Fig. 1: placement by cell class
(8 px per micron) Fill, decap, tap and diode cells in grey.
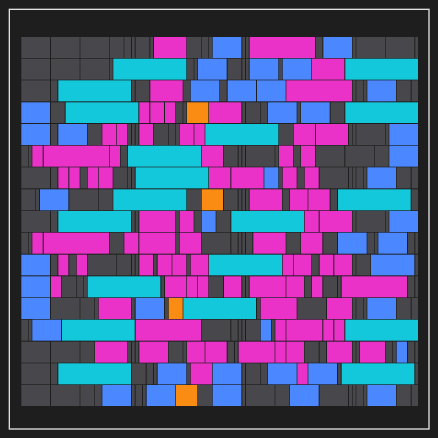
Fig. 2: clock network drawn from the DEF
(12 px per micron)
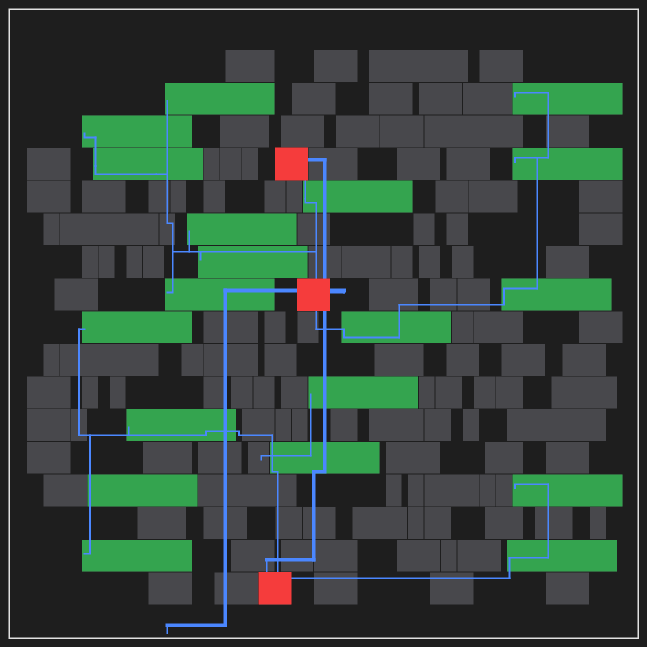
Fig. 3: metal 2
(8 px per micron)
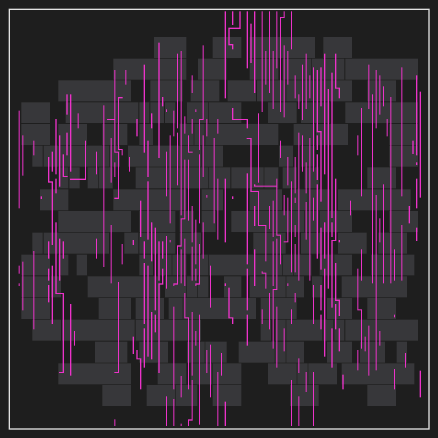
Fig. 4: I/O pins on the die edge
(6 px per micron) Pins as bars across the die edge, other pins in grey.
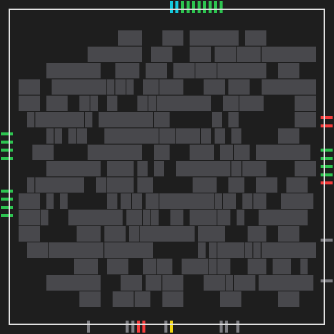
Fig. 5: clock routing
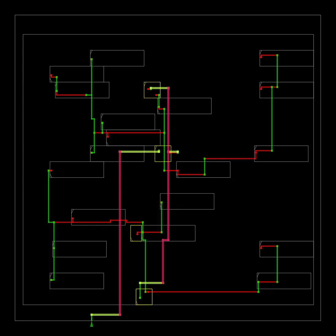
===== src/rtl/mux_nto1_pipe.sv =====
// Registered N-to-1 selector feeding a 2-entry FIFO with valid/ready on both sides.
// A lock mode pins the select captured on the first locked accept.
module mux_nto1_pipe #(
  parameter int WIDTH = 5,
  parameter int SEL_W = 2
) (
  input  logic                        clk,
  input  logic                        rst_n,
  input  logic [(2**SEL_W)*WIDTH-1:0] in_bus,
  input  logic [SEL_W-1:0]            sel,
  input  logic                        lock,
  input  logic                        in_valid,
  output logic                        in_ready,
  output logic [WIDTH-1:0]            out_data,
  output logic [SEL_W-1:0]            out_sel,
  output logic                        out_valid,
  input  logic                        out_ready,
  output logic                        locked
);

  typedef enum logic {UNLOCKED, LOCKED} lock_state_t;

  lock_state_t      state;
  logic [SEL_W-1:0] lock_sel;
  logic [SEL_W-1:0] eff_sel;
  logic [WIDTH-1:0] new_data;
  logic [WIDTH-1:0] d0, d1;
  logic [SEL_W-1:0] s0, s1;
  logic [1:0]       count;
  logic             accept, pop;

  assign in_ready  = (count != 2'd2);
  assign out_valid = (count != 2'd0);
  assign accept    = in_valid && in_ready;
  assign pop       = out_valid && out_ready;
  assign out_data  = d0;
  assign out_sel   = s0;
  assign locked    = (state == LOCKED);

  // Dropping lock takes effect on the same edge, so that transfer uses sel.
  always_comb begin
    eff_sel  = (state == LOCKED && lock) ? lock_sel : sel;
    new_data = in_bus[eff_sel*WIDTH +: WIDTH];
  end

  always_ff @(posedge clk or negedge rst_n) begin
    if (!rst_n) begin
      state    <= UNLOCKED;
      lock_sel <= '0;
    end else if (!lock) begin
      state <= UNLOCKED;
    end else if (state == UNLOCKED && accept) begin
      state    <= LOCKED;
      lock_sel <= sel;
    end
  end

  // d0 is the head; it is only overwritten when a new head exists, so an
  // emptied buffer keeps presenting the last popped entry.
  always_ff @(posedge clk or negedge rst_n) begin
    if (!rst_n) begin
      d0    <= '0;
      d1    <= '0;
      s0    <= '0;
      s1    <= '0;
      count <= '0;
    end else begin
      case ({accept, pop})
        2'b10: begin
          if (count == 2'd0) begin
            d0 <= new_data;
            s0 <= eff_sel;
          end else begin
            d1 <= new_data;
            s1 <= eff_sel;
          end
          count <= count + 2'd1;
        end
        2'b01: begin
          if (count == 2'd2) begin
            d0 <= d1;
            s0 <= s1;
          end
          count <= count - 2'd1;
        end
        2'b11: begin
          d0 <= new_data;
          s0 <= eff_sel;
        end
        default: ;
      endcase
    end
  end

endmodule


===== config.mk =====
export PLATFORM = sky130hd
export DESIGN_NAME = mux_nto1_pipe
export DESIGN_NICKNAME = d
export VERILOG_FILES = /design/src/rtl/mux_nto1_pipe.sv
export SDC_FILE = /design/constraint.sdc
export NUM_CORES = 1
export LEC_CHECK = 0
export CAP_MARGIN = 30
export CORE_UTILIZATION = 45
export DETAILED_ROUTE_END_ITERATION = 6
export GPL_TIMING_DRIVEN = 0
export PLACE_DENSITY = 0.78
export SLEW_MARGIN = 20
export SYNTH_ARGS = -nofsm -noshare
export SYNTH_HDL_FRONTEND = slang
export SYNTH_SLANG_ARGS = --single-unit
export TNS_END_PERCENT = 30

===== constraint.sdc =====
create_clock -name clk -period 2.8 [get_ports clk]
set_clock_uncertainty 0.05 [all_clocks]
set_input_delay 0.56 -clock clk [delete_from_list [all_inputs] [get_ports clk]]
set_output_delay 0.56 -clock clk [all_outputs]
set_load 0.005 [all_outputs]

==> flow_metrics.py <==
# Generated from Yosys and OpenROAD reports
metrics = {
    "layout": {
        "area_dominant_class": "combinational gates",
        "sh_seq_area": 0.301,
        "buf_share": 0.248,
        "final-comb-area_sq_um": 609,
        "diodes": 0,
        "layout_top_cell_excl_fill_tap": "clkdlybuf4s50_1",
        "inv_count": 11,
        "logic_gate_count": 71,
        "nets": 177,
        "area_delta_synth_final_pct": 39.1,
        "sh_comb_area": 0.385,
        "seq_cells": 19,
        "nFillCells": 187,
        "clock_area_frac": 0.0174,
    },
    "critical_path": {
        "r2r-end": "out_sel[0]",
        "crit_end": "out_sel[0]",
        "critical_path.cell_chain": "clkbuf_1 -> or2_2 -> nand2_1 -> inv_1 -> ha_1 -> mux2_2 -> o22ai_2 -> and2_1 -> buf_2 -> mux2_2",
        "crit_arrival_ns": 2.75,
        "path_max_fanout": 7,
        "critPathSlowestCell": "dfrtp_1",
        "cp_num_buf_inv": 3,
        "crit_type": "register to register",
        "critPathLaunchType": "register",
        "r2r_setup_slack_ns": 0.21,
        "reg2reg_depth": 10,
        "max_stage_delay_ns": 0.37,
        "r2r_start": "count[0]",
        "worst_setup_path_end_kind": "register",
    },
    "sta": {
        "rsz0062_at_grt": "no",
        "worst_slack_ns": 0.208,
        "finalHoldViolations": 0,
        "fin_crit_ns": 2.59,
        "tns_ns": 0,
        "timing.hold.ws_ns": 0.431,
        "period_used_share": 0.926,
    },
    "floorplanning": {
        "nWellTaps": 28,
        "die_h_microns": 52.3,
        "initial_core_util": 0.495,
        "dieArea_sq_mm": 0.00273,
        "core_region_area_sq_mm": 0.00230,
        "die_width_microns": 52.3,
    },
    "grt": {
        "grt_use_total": 0.223,
        "overflow": 0,
        "grt.met1_usage": 0.245,
        "top_usage_layer": "met2",
        "grt_pass1_vias": 1013,
        "grt_util_met2": 0.419,
    },
    "place": {
        "place_congestion": 0.771,
        "hpwlAfterDp_microns": 2010,
        "dp.cells": 169,
        "io_buffers": 36,
    },
    "synth": {
        "synth.top_cell.area_share": 0.418,
        "synth_cell_types": 28,
        "synth.most_common_cell": "dfrtp_1",
        "synth_seq_share": 0.418,
        "synthArstFlopShare": 1.00,
        "fp_nets": 135,
        "yosys_cells": 105,
        "post-synth-top-area-cell": "dfrtp_1",
        "syn_avg_cell_area_sq_um": 10.8,
    },
    "power_and_ir_drop": {
        "p_seq_mw": 0.492,
        "p_leak_nw": 0.678,
        "pwr-share-clk": 0.103,
        "peakVddDrop_uv": 614,
        "powerComb_mw": 0.801,
        "swShare": 0.370,
        "top_power_group": "combinational cells",
        "pwr-share-seq": 0.341,
        "power_density_mw_per_mm2": 911,
        "power_switching_mw": 0.533,
    },
    "run": {
        "tool_warnings": 28,
        "maxCapViolations": 0,
    },
    "clock_tree": {
        "clockBufferDepth": 2,
        "clkLatencyLatePin_ns": 0.31,
        "post_cts.repair.setup_buffers": 0,
        "htreeDepth": 1,
        "ctsRootBufferMaster": "clkbuf_4",
        "cts_resized": 0,
        "cts_hold_buffers": 0,
    },
    "outcome": {
        "status": "completed",
    },
    "drt": {
        "drc": 0,
        "drt-vias-per-instance": 5.56,
        "vias": 968,
        "firstDrtPassIters": 5,
        "ant_nets": 0,
    },
}
-- Fig. 1 (at the start) --
| colour | class | cells | share of their area |
|---|---|---|---|
| magenta | combinational and other logic | 82 | 42% |
| cyan | sequential cells | 19 | 31% |
| orange | clock drivers and dummy loads | 4 | 1.8% |
| blue | remaining buffers and delay cells | 41 | 25% |

-- Fig. 2 (at the start) --
[red] clock drivers | count: 3
[blue] clock wires | length: 282 microns
[green] flip-flops | count: 19
routed clock nets: 4
flops lie: all over the die

-- Fig. 3 (at the start) --
share of all routed wire: 53%
nets with wire on the layer: 164
main direction: vertical
wire length on this layer: 1380 microns
longest straight run: 24.8 microns

-- Fig. 4 (at the start) --
| colour | port | pins | direction | edge |
|---|---|---|---|---|
| red | out_data | 5 | output | 3 right, 2 bottom |
| cyan | out_sel | 2 | output | top |
| green | in_bus | 20 | input | 8 left, 8 top, 4 right |
| yellow | locked | 1 | output | bottom |

-- Fig. 5 (at the start) --
Clock Sinks: 19
CTS Buf Count: 3
clock network power: 0.148 mW

metal layers:
layer | vias to the layer above | wire length (microns)
met5 | - | 0
met1 | 481 | 1060
met4 | 0 | 62
li1 | 452 | -
met3 | 5 | 84
met2 | 30 | 1380
cell families after synthesis:
group | Yosys count | share of synthesized area
mux | 15 | 0.207
fa+ha+maj | 3 | 0.0330
flops | 19 | 0.418
simple gates | 25 | 0.113
xor+xnor | 3 | 0.0231
buf+inv | 15 | 0.0517
compound gates | 25 | 0.154
worst register-to-register path: stages, from the launching register on:
cell and delay (ns):
dfrtp_1 0.37, clkbuf_1 0.18, or2_2 0.37, nand2_1 0.12
inv_1 0.05, ha_1 0.24, mux2_2 0.28, o22ai_2 0.16
and2_1 0.15, buf_2 0.16, mux2_2 0.35
Power figures rest on the tool's default switching activity, not on a simulated workload.
